### config.mk
export PLATFORM = sky130hd
export DESIGN_NAME = nysa_host_response_tx
export DESIGN_NICKNAME = d
export VERILOG_FILES = /design/src/rtl/nysa_host_pkg.sv /design/src/rtl/nysa_word_serializer.sv /design/src/rtl/nysa_host_response_tx.sv
export SDC_FILE = /design/constraint.sdc
export NUM_CORES = 1
export LEC_CHECK = 0
export CAP_MARGIN = 20
export CORE_ASPECT_RATIO = 0.7
export CORE_MARGIN = 10
export CORE_UTILIZATION = 40
export CTS_CLUSTER_DIAMETER = 50
export DETAILED_ROUTE_END_ITERATION = 8
export GPL_TIMING_DRIVEN = 0
export PLACE_DENSITY_LB_ADDON = 0.1
export SLEW_MARGIN = 40
export SYNTH_ARGS = -nofsm -noshare
export SYNTH_HDL_FRONTEND = slang
export SYNTH_SLANG_ARGS = --single-unit
export TNS_END_PERCENT = 10
### constraint.sdc
create_clock -name clk -period 15.99 [get_ports clk]
set_input_delay 1.599 -clock clk [delete_from_list [all_inputs] [get_ports clk]]
set_output_delay 1.599 -clock clk [all_outputs]
set_load 0.05 [all_outputs]
### src/rtl/nysa_host_pkg.sv
// Shared definitions for the Nysa host interface transmit and receive paths.
package nysa_host_pkg;

    typedef enum logic [1:0] {
        IDLE      = 2'd0,
        HDR       = 2'd1,
        DATA      = 2'd2,
        WAIT_WORD = 2'd3
    } state_t;

    localparam int         HDR_BYTES       = 13;
    localparam logic [7:0] DEFAULT_ID_BYTE = 8'hCD;

endpackage

### src/rtl/nysa_word_serializer.sv
// Loads a word and shifts it out MSB-first, one byte per advance; i_len is the
// index of the final byte so a single-byte field (the ID byte) uses the same path.
module nysa_word_serializer (
    input  logic        clk,
    input  logic        rst,
    input  logic        i_load,
    input  logic [31:0] i_word,
    input  logic [1:0]  i_len,
    input  logic        i_adv,
    output logic [7:0]  o_byte,
    output logic        o_last
);

    logic [7:0]  r_byte;
    logic [23:0] r_rest;
    logic [1:0]  r_idx;
    logic [1:0]  r_len;

    always_ff @(posedge clk or posedge rst) begin
        if (rst) begin
            r_byte <= 8'h00;
            r_rest <= 24'h0;
            r_idx  <= 2'd0;
            r_len  <= 2'd0;
        end else if (i_load) begin
            r_byte <= i_word[31:24];
            r_rest <= i_word[23:0];
            r_idx  <= 2'd0;
            r_len  <= i_len;
        end else if (i_adv) begin
            r_byte <= r_rest[23:16];
            r_rest <= {r_rest[15:0], 8'h00};
            r_idx  <= r_idx + 2'd1;
        end
    end

    assign o_byte = r_byte;
    assign o_last = (r_idx == r_len);

endmodule

### src/rtl/nysa_host_response_tx.sv
// Serialises Nysa master responses (status, count, address, data words) into
// the framed big-endian byte stream returned to the host, one byte per transfer.
module nysa_host_response_tx
    import nysa_host_pkg::*;
#(
    parameter logic [7:0] ID_BYTE = DEFAULT_ID_BYTE,
    parameter int         COUNT_W = 28
) (
    input  logic               clk,
    input  logic               rst,
    input  logic               i_oh_en,
    output logic               o_oh_ready,
    input  logic [31:0]        i_status,
    input  logic [31:0]        i_address,
    input  logic [COUNT_W-1:0] i_data_count,
    input  logic [31:0]        i_data,
    output logic [7:0]         o_tx_byte,
    output logic               o_tx_valid,
    input  logic               i_tx_ready,
    output logic               o_busy
);

    state_t               r_state, w_state_nxt;
    logic [3:0]           r_hdr_idx, w_hdr_idx_nxt;
    logic [COUNT_W-1:0]   r_rem, w_rem_nxt;
    logic [31:0]          r_status, r_address, r_data;
    logic [COUNT_W-1:0]   r_count;
    logic                 r_tx_valid, r_oh_ready, r_busy;

    logic                 w_accept, w_xfer, w_first;
    logic                 w_ld, w_adv, w_ser_last;
    logic [31:0]          w_ld_word;
    logic [1:0]           w_ld_len;

    assign w_accept = i_oh_en & r_oh_ready;
    assign w_xfer   = r_tx_valid & i_tx_ready;
    assign w_first  = w_accept & (r_state == IDLE);

    always_comb begin
        w_state_nxt   = r_state;
        w_hdr_idx_nxt = r_hdr_idx;
        w_rem_nxt     = r_rem;
        w_ld          = 1'b0;
        w_adv         = 1'b0;
        w_ld_word     = 32'h0;
        w_ld_len      = 2'd3;
        case (r_state)
            IDLE: begin
                if (w_accept) begin
                    w_ld          = 1'b1;
                    w_ld_word     = {ID_BYTE, 24'h0};
                    w_ld_len      = 2'd0;
                    w_hdr_idx_nxt = 4'd0;
                    w_rem_nxt     = (i_data_count == '0) ? '0 : i_data_count - COUNT_W'(1);
                    w_state_nxt   = HDR;
                end
            end
            HDR: begin
                if (w_xfer) begin
                    w_hdr_idx_nxt = r_hdr_idx + 4'd1;
                    if (w_ser_last) begin
                        // Field boundary: the byte just sent closes ID, status, count or address.
                        w_ld = 1'b1;
                        case (r_hdr_idx)
                            4'd0:    w_ld_word = r_status;
                            4'd4:    w_ld_word = 32'(r_count);
                            4'd8:    w_ld_word = r_address;
                            default: w_ld_word = r_data;
                        endcase
                        if (r_hdr_idx == 4'(HDR_BYTES - 1))
                            w_state_nxt = DATA;
                    end else begin
                        w_adv = 1'b1;
                    end
                end
            end
            DATA: begin
                if (w_xfer) begin
                    if (w_ser_last)
                        w_state_nxt = (r_rem != '0) ? WAIT_WORD : IDLE;
                    else
                        w_adv = 1'b1;
                end
            end
            WAIT_WORD: begin
                if (w_accept) begin
                    w_ld        = 1'b1;
                    w_ld_word   = i_data;
                    w_rem_nxt   = (r_rem != '0) ? r_rem - COUNT_W'(1) : r_rem;
                    w_state_nxt = DATA;
                end
            end
            default: w_state_nxt = IDLE;
        endcase
    end

    always_ff @(posedge clk or posedge rst) begin
        if (rst) begin
            r_state    <= IDLE;
            r_hdr_idx  <= 4'd0;
            r_rem      <= '0;
            r_status   <= 32'h0;
            r_address  <= 32'h0;
            r_count    <= '0;
            r_data     <= 32'h0;
            r_tx_valid <= 1'b0;
            r_oh_ready <= 1'b1;
            r_busy     <= 1'b0;
        end else begin
            r_state    <= w_state_nxt;
            r_hdr_idx  <= w_hdr_idx_nxt;
            r_rem      <= w_rem_nxt;
            if (w_first) begin
                r_status  <= i_status;
                r_address <= i_address;
                r_count   <= i_data_count;
                r_data    <= i_data;
            end
            r_tx_valid <= (w_state_nxt == HDR) || (w_state_nxt == DATA);
            r_oh_ready <= (w_state_nxt == IDLE) || (w_state_nxt == WAIT_WORD);
            r_busy     <= (w_state_nxt != IDLE);
        end
    end

    nysa_word_serializer u_ser (
        .clk    (clk),
        .rst    (rst),
        .i_load (w_ld),
        .i_word (w_ld_word),
        .i_len  (w_ld_len),
        .i_adv  (w_adv),
        .o_byte (o_tx_byte),
        .o_last (w_ser_last)
    );

    assign o_tx_valid = r_tx_valid;
    assign o_oh_ready = r_oh_ready;
    assign o_busy     = r_busy;

endmodule

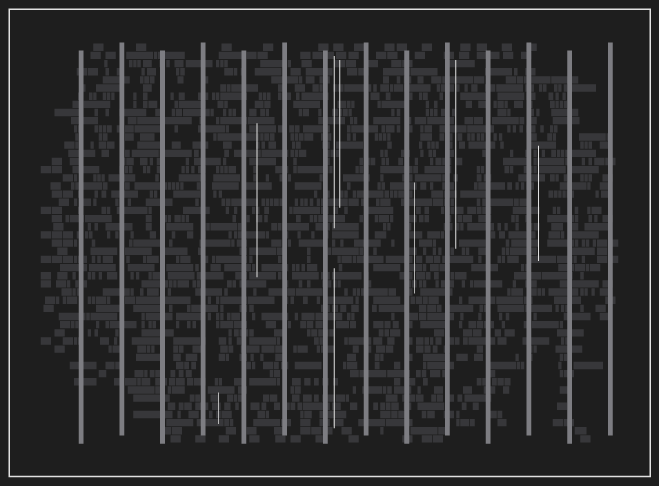
Figure 1: M4 wires.
Scale: 3 px per µm. Supply wires on this layer in grey.
longest straight run	62.6 µm
nets with wire on the layer	6
share of all routed wire	0.99%
final wirelength: 36.2 mm
Via Count: 9762

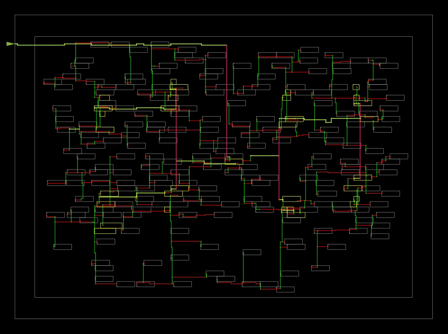
Figure 2: the clock network.
Layout clock buffers: 19
Insertion Delay late pin: 0.45 ns

==> ci_impl_report.md <==
### Yosys + OpenROAD results

| Metric | Value |
|---|---|
| Gr usage total | 21.9% |
| Most frequent cells in the layout | nand2_1, dfrtp_1, clkdlybuf4s50_1 |
| Switching Fraction | 42.2% |
| Pins Over Slew Limit | 0 |
| Syn Area/Cell | around 8.4 µm² |
| Cell Area, Synth | 0.0104 mm² |
| Cycle use final | 27.5% |
| Ant. Diodes | 0 |
| DR WL met2 | 15.1 mm |
| Post-CTS Setup Bufs | 0 |
| Crit path time final | 4.40 ns |
| CP max stage delay | 0.65 ns |
| Ys async rst share | 100% |
| Static leakage | 5.69 nW |
| Detailed Place HPWL | approximately 28 mm |
| Drt first pass iters | 5 |
| Final GP Congestion | 0.919 |
| Fraction of layout cells with a size suffix above 1 | 6.54% |
| CTS H-tree depth | 4 |
| Power Dens Cells | ~180 mW/mm² |
| Syn nets | 1388 |
| PortBufs | around 140 |
| Global route hottest layer | met1 |
| Log Warnings | 33 |
| GR Util met2 | 30.8% |
| FP Util | 40.7% |
| Clock Skews | 0.0109 ns |
| Total global routing overflow | 0 |
| Post-DRT Antenna Nets | 0 |
| Post-synth EDFFs | 0 |
| Root buffer cell | clkbuf_16 |
| Setup TNS | 0 ns |
| Vias in the first global route | 9378 |
| Layout area overhead | 23.9% |
| Max rail drop VDD | 0.0000825 V |
| Initial DRC count | 1014 |
| Die Y | 155 µm |
| Outcome | complete, no violations |
| Final Setup Violations | 0 |
| TritonCTS buffer count | 17 |
| Complex Gates by Area | between 10% and 20% |
| Worst-path clk slew | 0.07 ns |
| First-pass GRT wire length | approximately 56 mm |
| RSZ-0062 raised after global routing | no |
| Die area | 0.0331 mm² |
| Crit start category | input port |
| Net switching power | 0.965 mW |
| Achievable Freq | roughly 0.23 GHz |
| Post-CTS Hold Fix Bufs | 0 |
| Crit-path max FO | 7 |
| Yosys adder share | 1.44% |
| Sequential share of power | 38.3% |
| Via/cell ratio | 5.57 |
| Required @ worst endpoint | roughly 16 ns |
| Layout fillers | 2473 |
| Met3 WL | ~3.1 mm |
| Fin nets | around 1500 |
| Ys cells | 1248 |
| Critical Path, Cell by Cell | clkdlybuf4s50_1 > nor4_4 > nand3_1 > or3_4 > or2_0 > a2111oi_0 > a211oi_1 |
| Hold violation total from the final report | 0 |
| M1 WL | roughly 18 mm |
| Chip width | 213 µm |
| Core Footprint | 0.0257 mm² |
| Top sig layer | met4 |
| Rows | roughly 49 |
| Internal power | 1.32 mW |
| # Max-Cap Violations | 0 |
| CTS tree | yes |
| Synth Instances | 1248 |
| Max stage delay cell, worst path | nor4_4 |
| Synth Area in Simple Gates | 26.8% |
| Post-route DRC | 0 |
| Yosys warnings | 0 |
| Antenna violations before repair | 0 |
| Post-CTS Resized | 0 |
| Slew headroom | 47.8% |
| Most numerous logic cell after layout | nand2_1 |
| Met3 usage | 5.72% |
| Placed cell count | 1720 |
| DR WL/cell | 20.7 µm |
| CTS Sinks | 196 |
| Synth cell types | 74 |
| Clock buffer depth | 2 |
## synth_stat cells (all sizes together), types with 3 or more instances
| library cell | n | area, µm² |
|---|---|---|
| xor2 | 7 | 61.3 |
| a21o | 3 | 22.5 |
| ha | 12 | 150 |
| nor3 | 24 | 125 |
| nand3 | 12 | 60.1 |
| a22o | 11 | 96.3 |
| mux2i | 24 | 240 |
| a211oi | 3 | 27.5 |
| or2 | 8 | 50.1 |
| a31oi | 19 | 119 |
| nand4 | 4 | 25.0 |
| clkbuf | 59 | 221 |
| a221oi | 17 | 149 |
| buf | 20 | 114 |
| nor2 | 61 | 236 |
| and3 | 4 | 25.0 |
| a22oi | 12 | 90.1 |
| o22ai | 13 | 81.3 |
| o21ai | 60 | 300 |
| a32oi | 3 | 26.3 |
| mux2 | 17 | 191 |
| and2 | 5 | 31.3 |
| a21oi | 46 | 230 |
| nand2b | 4 | 25.0 |
| o2bb2ai | 4 | 35.0 |
| o211ai | 6 | 45.0 |
| o21a | 3 | 22.5 |
| o221ai | 7 | 67.6 |
| nor4 | 22 | 195 |
| a2bb2oi | 3 | 26.3 |
| or3 | 16 | 108 |
| or4 | 10 | 82.6 |
| dfrtp | 195 | 4880 |
| xnor2 | 15 | 131 |
| inv | 15 | 56.3 |
| nand2 | 469 | 1760 |
| a221o | 7 | 70.1 |
## worst paths after layout
kind                                     to            start
max                               r_rem[26]  i_data_count[4]
min reg2reg                    r_status[12]     r_status[12]
max in group asynchronous  u_ser.r_rest[10]              rst
min                            r_status[12]     r_status[12]
max reg2reg                     r_count[23]       r_state[1]
min in group asynchronous       r_count[19]              rst
## stage by stage
| stage | instance area (µm²) | power, mW | util (%) | setup WS (ns) | hold WS, ns |
|---|---|---|---|---|---|
| 6_report | 12900 | 2.29 | 50.4 | 11.59 | 0.475 |
| 3_3_place_gp | 12200 | 1.81 | 47.7 | 5.94 | 0.453 |
| 5_1_grt | 12900 | 2.45 | 50.4 | 11.57 | 0.494 |
| 2_1_floorplan | 10400 | 1.50 | - | 9.05 | 0.440 |
| 4_1_cts | 12900 | 2.28 | 50.4 | 11.70 | 0.477 |
| 3_5_place_dp | 12300 | 1.83 | 48.0 | 11.25 | 0.459 |
## cell type report
cell class	count	area (µm²)	share of cell area [%]
buffer	79	335	2.59
clock buffer	19	453	3.50
clock inverter	13	150	1.16
inverter	15	63.8	0.493
multi-input combinational	958	5150	39.8
sequential	196	4910	37.9
tap	331	414	3.20
timing repair buffer	141	1460	11.3
## sequential cells by signal, indices dropped and copies added (netlist names)
name	cells
o_oh_ready	1
o_tx_valid	1
r_address	32
r_data	32
r_count	28
r_state	2
u_ser.r_rest	24
o_busy	1
u_ser.o_byte	8
r_rem	28
r_hdr_idx	4
r_status	32
u_ser.r_len	1
u_ser.r_idx	2
## worst max-delay path: cells and delay by family
family / cells / cell delay (ns)
AOI/OAI and AO/OA: 2 / 0.71
buffers and inverters: 1 / 0.57
and+or+nand+nor: 4 / 1.80
## power groups by stage
stage	sequential, mW	clock (mW)	combinational (mW)
global placement	0.877	0	0.932
floorplan	0.871	0	0.627
finish	0.878	0.451	0.961
detailed placement	0.881	0	0.949
CTS	0.874	0.453	0.954
global route	0.907	0.475	1.07
Power and IR drop assume default switching activity.
